==> src/rtl/btb_write.sv <==
// Branch target buffer write side: 8 sets x 2 ways, two-stage update pipeline,
// per-set MRU tracking and a sequential whole-array flush.
module btb_write (
    input  logic         clk,
    input  logic         rst,
    input  logic [2:0]   rd_index,
    output logic [127:0] rd_set,
    output logic [7:0]   lru,
    input  logic         if_hit,
    input  logic [2:0]   if_index,
    input  logic         if_next_lru,
    input  logic         upd_valid,
    output logic         upd_ready,
    input  logic [31:0]  upd_pc,
    input  logic         upd_taken,
    input  logic [31:0]  upd_target,
    input  logic         flush_req,
    output logic         busy
);

    typedef enum logic {
        IDLE  = 1'b0,
        FLUSH = 1'b1
    } state_t;

    state_t      state_q;
    state_t      state_d;
    logic [2:0]  cnt_q;
    logic [2:0]  cnt_d;

    logic [63:0] way1_q [8];
    logic [63:0] way2_q [8];
    logic [7:0]  lru_q;

    logic        s2_valid_q;
    logic [2:0]  s2_index_q;
    logic        s2_way_q;
    logic [63:0] s2_entry_q;

    logic [2:0]  upd_index;
    logic [26:0] upd_tag;
    logic [63:0] view1;
    logic [63:0] view2;
    logic        view_lru;
    logic        hit1;
    logic        hit2;
    logic [31:0] hit_target;
    logic [1:0]  hit_state;
    logic        new_write;
    logic        new_way;
    logic [63:0] new_entry;
    logic        accept;
    logic        unused_bits;

    // Handshake: an update transfers on a rising edge where upd_valid && upd_ready;
    // upd_ready is withheld during reset, during a flush and when a flush is requested.
    assign busy      = (state_q == FLUSH);
    assign upd_ready = !rst && !busy && !flush_req;
    assign accept    = upd_valid && upd_ready;

    assign rd_set = {way1_q[rd_index], way2_q[rd_index]};
    assign lru    = lru_q;

    assign upd_index   = upd_pc[4:2];
    assign upd_tag     = upd_pc[31:5];
    assign unused_bits = ^{upd_pc[1:0], view1[1:0], view2[1:0]};

    function automatic logic [1:0] step_state(input logic [1:0] cur, input logic taken);
        logic [1:0] nxt;
        nxt = cur;
        if (taken) begin
            case (cur)
                2'b00:   nxt = 2'b01;
                2'b01:   nxt = 2'b11;
                default: nxt = 2'b10;
            endcase
        end else begin
            case (cur)
                2'b10:   nxt = 2'b11;
                2'b11:   nxt = 2'b01;
                default: nxt = 2'b00;
            endcase
        end
        return nxt;
    endfunction

    // S1 view of the set: the write sitting in S2 has not reached the array yet.
    always_comb begin
        view1    = way1_q[upd_index];
        view2    = way2_q[upd_index];
        view_lru = lru_q[upd_index];
        if (s2_valid_q && (s2_index_q == upd_index)) begin
            if (s2_way_q) begin
                view2 = s2_entry_q;
            end else begin
                view1 = s2_entry_q;
            end
            view_lru = s2_way_q;
        end
    end

    assign hit1       = view1[63] && (view1[62:36] == upd_tag);
    assign hit2       = view2[63] && (view2[62:36] == upd_tag);
    assign hit_target = hit1 ? view1[35:4] : view2[35:4];
    assign hit_state  = hit1 ? view1[3:2]  : view2[3:2];

    always_comb begin
        new_write = 1'b0;
        new_way   = 1'b0;
        new_entry = '0;
        if (hit1 || hit2) begin
            new_write = 1'b1;
            new_way   = !hit1;
            new_entry = {1'b1, upd_tag,
                         (upd_taken ? upd_target : hit_target),
                         step_state(hit_state, upd_taken), 2'b00};
        end else if (upd_taken) begin
            new_write = 1'b1;
            if (!view1[63]) begin
                new_way = 1'b0;
            end else if (!view2[63]) begin
                new_way = 1'b1;
            end else begin
                new_way = !view_lru;
            end
            new_entry = {1'b1, upd_tag, upd_target, 2'b11, 2'b00};
        end
    end

    always_ff @(posedge clk) begin
        if (rst) begin
            s2_valid_q <= 1'b0;
            s2_index_q <= '0;
            s2_way_q   <= 1'b0;
            s2_entry_q <= '0;
        end else begin
            s2_valid_q <= accept && new_write;
            if (accept) begin
                s2_index_q <= upd_index;
                s2_way_q   <= new_way;
                s2_entry_q <= new_entry;
            end
        end
    end

    // Later assignments win: the S2 LRU value overrides an IF hit on the same set,
    // and the flush clear overrides both.
    always_ff @(posedge clk) begin
        if (rst) begin
            for (int i = 0; i < 8; i++) begin
                way1_q[i] <= '0;
                way2_q[i] <= '0;
            end
            lru_q <= '0;
        end else begin
            if (if_hit) begin
                lru_q[if_index] <= if_next_lru;
            end
            if (s2_valid_q) begin
                if (s2_way_q) begin
                    way2_q[s2_index_q] <= s2_entry_q;
                end else begin
                    way1_q[s2_index_q] <= s2_entry_q;
                end
                lru_q[s2_index_q] <= s2_way_q;
            end
            if (state_q == FLUSH) begin
                way1_q[cnt_q][63] <= 1'b0;
                way2_q[cnt_q][63] <= 1'b0;
                lru_q[cnt_q]      <= 1'b0;
            end
        end
    end

    always_comb begin
        state_d = state_q;
        cnt_d   = cnt_q;
        case (state_q)
            IDLE: begin
                if (flush_req) begin
                    state_d = FLUSH;
                    cnt_d   = '0;
                end
            end
            FLUSH: begin
                cnt_d = cnt_q + 3'd1;
                if (cnt_q == 3'd7) begin
                    state_d = IDLE;
                end
            end
            default: begin
                state_d = IDLE;
                cnt_d   = '0;
            end
        endcase
    end

    always_ff @(posedge clk) begin
        if (rst) begin
            state_q <= IDLE;
            cnt_q   <= '0;
        end else begin
            state_q <= state_d;
            cnt_q   <= cnt_d;
        end
    end

endmodule

==> config.mk <==
export PLATFORM = sky130hd
export DESIGN_NAME = btb_write
export DESIGN_NICKNAME = d
export VERILOG_FILES = /design/src/rtl/btb_write.sv
export SDC_FILE = /design/constraint.sdc
export NUM_CORES = 2
export LEC_CHECK = 0
export CAP_MARGIN = 0
export CORE_ASPECT_RATIO = 1.5
export CORE_MARGIN = 2
export CORE_UTILIZATION = 55
export DETAILED_ROUTE_END_ITERATION = 8
export GPL_TIMING_DRIVEN = 0
export PLACE_DENSITY = 0.73
export SKIP_CTS_REPAIR_TIMING = 1
export SYNTH_ARGS = -nofsm -noshare
export SYNTH_HDL_FRONTEND = slang
export SYNTH_SLANG_ARGS = --single-unit
==> constraint.sdc <==
create_clock -name clk -period 7.3 [get_ports clk]
set_input_delay 1.095 -clock clk [delete_from_list [all_inputs] [get_ports clk]]
set_output_delay 1.095 -clock clk [all_outputs]
set_load 0.01 [all_outputs]
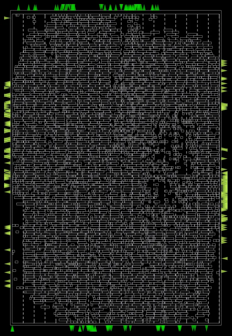
Figure 1: cell placement.
core area: 0.103 sq mm
final sequential cell count: 1071
Cell Rows: 144
sequential cell area share: 47.7%
Final Util: 63.7%

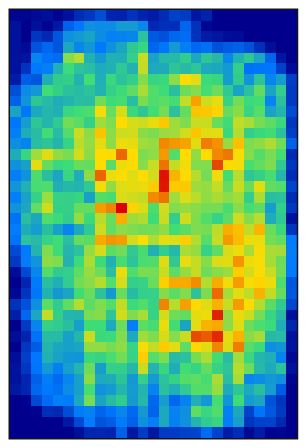
Figure 2: signal metal coverage by tile.
The die is cut into 27 by 40 equal tiles; dark blue is low, red is high, scaled to the fullest tile. Values are wire area over tile area, all layers added.
emptiest ninth of the die = lower left
tiles over half the peak = 43%
fullest tile = 0.82

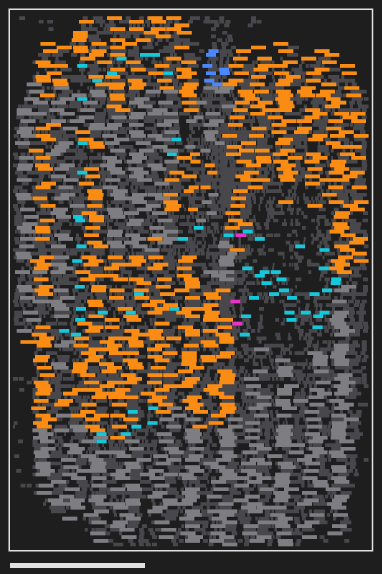
Figure 3: where the registers sit.
Bar = 100 um. Other sequential cells in the stronger gray, the rest of the logic in the fainter gray.
`way2_q` -> orange  # sequential cells 496
`s2_index_q` -> magenta  # sequential cells 3
`lru` -> blue  # sequential cells 8, where top center
`s2_entry_q` -> cyan  # sequential cells 62

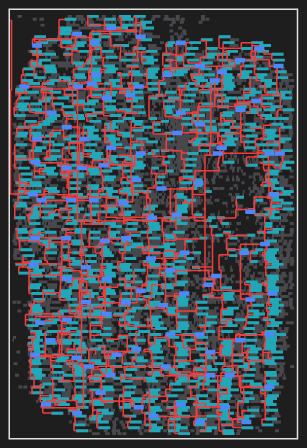
Figure 4: clock wires, drivers and flops.
flip-flops -> cyan  # count 1071
clock wires -> red  # length 13400 um
clock drivers -> blue  # count 101
routed clock nets = 102
flops lie = spread over the die

==> CHANGELOG.md <==
### Changed

* Hold Path Depth at 2
* Combinational gate area at roughly 0.024 sq mm
* Wire length on met2 at a little over 100000 um
* Crit Path Max Fanout at 10
* Top Layout Cells: edfxtp_1, and2_1, mux4_2
* YS chip area at between 0.05 and 0.06 sq mm
* Min-delay worst type: flip-flop to flip-flop
* Status: complete, but fails checks
* ANT nets after route at 0
* Cell Type Count at 76
* CP startpoint kind: primary input
* RePlAce Congestion at between 1 and 1.5
* I/O pins at between 200 and 250
* Clock share of power at 38.1%
* Tot Pwr at ~14 mW
* Area grow syn2layout at 14.5%
* CTS Buf Count at about 100
* Starting density of the core at approximately 56%
* Initial antenna violation count at 9
* Signal inverters at 38
* Overall die height at 399 um
* Cell count after synthesis at roughly 3900
* M1 WL at approximately 65000 um
* WP depth at 15
* Share of cells above drive strength 1 at 22.7%
* Top cell excl fill/tap: edfxtp_1
* Minimum clock period after layout at roughly 7.0 ns
* Primary FF master, synth: edfxtp_1
* #MultiIn Comb at 2382
* Synth Register Bits at 1071
* Wire length on met3 at 23300 um
* Max Fclk at roughly 140 MHz
* RSZ-0062 raised after global routing: false
* Final worst slack at slightly below 0.3 ns
* Seq share, synth at between 50% and 60%
* Data arrival time of the worst path at 7.57 ns
* DPL Wire Length at between 150000 and 200000 um
* Signal buf overhead at under 10%
* Met1 Use GR at ~44%
* ANT cells at 2
* Die Wd at approximately 270 um
* CP Capture Type: flip-flop
* Grt peak-use layer: met2
* Fin crit share at between 90% and 100%
* Switch Pwr at between 3 and 4 mW
* Overall Global Routing Usage at between 40 and 50%
* DR DRC count at 0
* Flop pwr share at between 40% and 50%
* Setup_tns at 0 ns
* Final hold slack at 0.555 ns
* CTS root buf: clkbuf_16
* Via count at approximately 40000
* Comb/total area at 37.1%
* Vias in the first global route at 40492
* Failing checks: max-capacitance violations, max-slew violations
* Cell leakage power at between 20 and 25 nW
* Cell area after placement at between 0.06 and 0.07 sq mm
* Slew HR at -3.30%
* Pre-CTS WS at 0.0145 ns
* # Cells Yosys at just under 4000
* Total grt overflow at 0
* Nets at around 4300
* Final Hold Vio Count at 0
* Final setup violation count at 0
* Post-route cell area at between 0.06 and 0.07 sq mm
* YS warnings at 0
* Mapped cell area at ~0.057 sq mm
* Int Pwr at 10.6 mW
* Fin. max-slew vios at 20
* Syn Area/Cell at about 15 sq um
* CP delay by family, top: buffers and inverters
* Global-route track usage on met3 at 9.93%
* Reg2reg start: s2_index_q[0]$_SDFFE_PP0P_
* Leading cell kind: registers
* DRT Pass-1 Iters at 6
* Clock buf count at around 130
* CP Class: primary input to flip-flop
* Critical path origin: upd_pc[4]
* Slowest CP cell: a31oi_1
* Maxcap violations at 2
* Async S/R FF share, synth at 0%
* DR top layer: met5
* Clock transition at path regs at ~0.070 ns
* CTS Sinks at between 1000 and 1500
-- state kept, by name, summed over array words and instances, names as in the netlist --
register,flops
way1_q,496
way2_q,496
s2_entry_q,62
lru,8
cnt_q,3
s2_index_q,3
busy,1
s2_valid_q,1
s2_way_q,1
-- tightest hold or removal path, stage by stage (launching register included) --
cell and delay [ns]:
dfxtp_1 0.35, a22oi_1 0.09, nor2_1 0.08
-- kinds of logic after synthesis --
group           after synthesis  share of synthesized area, %
compound gates              292                          3.72
xor+xnor                     42                         0.656
fa+ha+maj                     2                        0.0437
buf+inv                     441                          3.27
flops                      1071                          54.6
mux                         756                          24.5
other cells                   1                       0.00656
simple gates               1286                          13.2
-- synth_stat cells (all sizes together), types with 11 or more instances --
library cell / number / area share [%]
edfxtp: 976 / 51
and2: 866 / 9.5
mux4: 500 / 20
clkbuf: 299 / 2.0
mux2: 154 / 3.0
nor3: 148 / 1.3
nor2: 108 / 0.74
buf: 104 / 1.1
mux2i: 102 / 1.8
dfxtp: 95 / 3.3
a21oi: 59 / 0.52
a22oi: 57 / 0.75
a31oi: 39 / 0.43
a211oi: 38 / 0.76
nand2: 37 / 0.24
o21ai: 34 / 0.30
xnor2: 32 / 0.49
inv: 27 / 0.18
nand3: 27 / 0.24
nor4: 24 / 0.27
nor2b: 15 / 0.16
nand4: 13 / 0.14
nor3b: 12 / 0.16
clkinv: 11 / 0.072
-- power groups by stage --
stage	clock network, mW	logic (mW)	registers, mW
floorplan	0	0.974	7.11
global placement	0	1.67	7.18
detailed placement	0	1.75	7.12
CTS	5.37	1.76	6.99
global route	5.60	1.84	7.01
finish	5.41	1.81	7.00
Power is estimated from default activity; no workload was simulated.
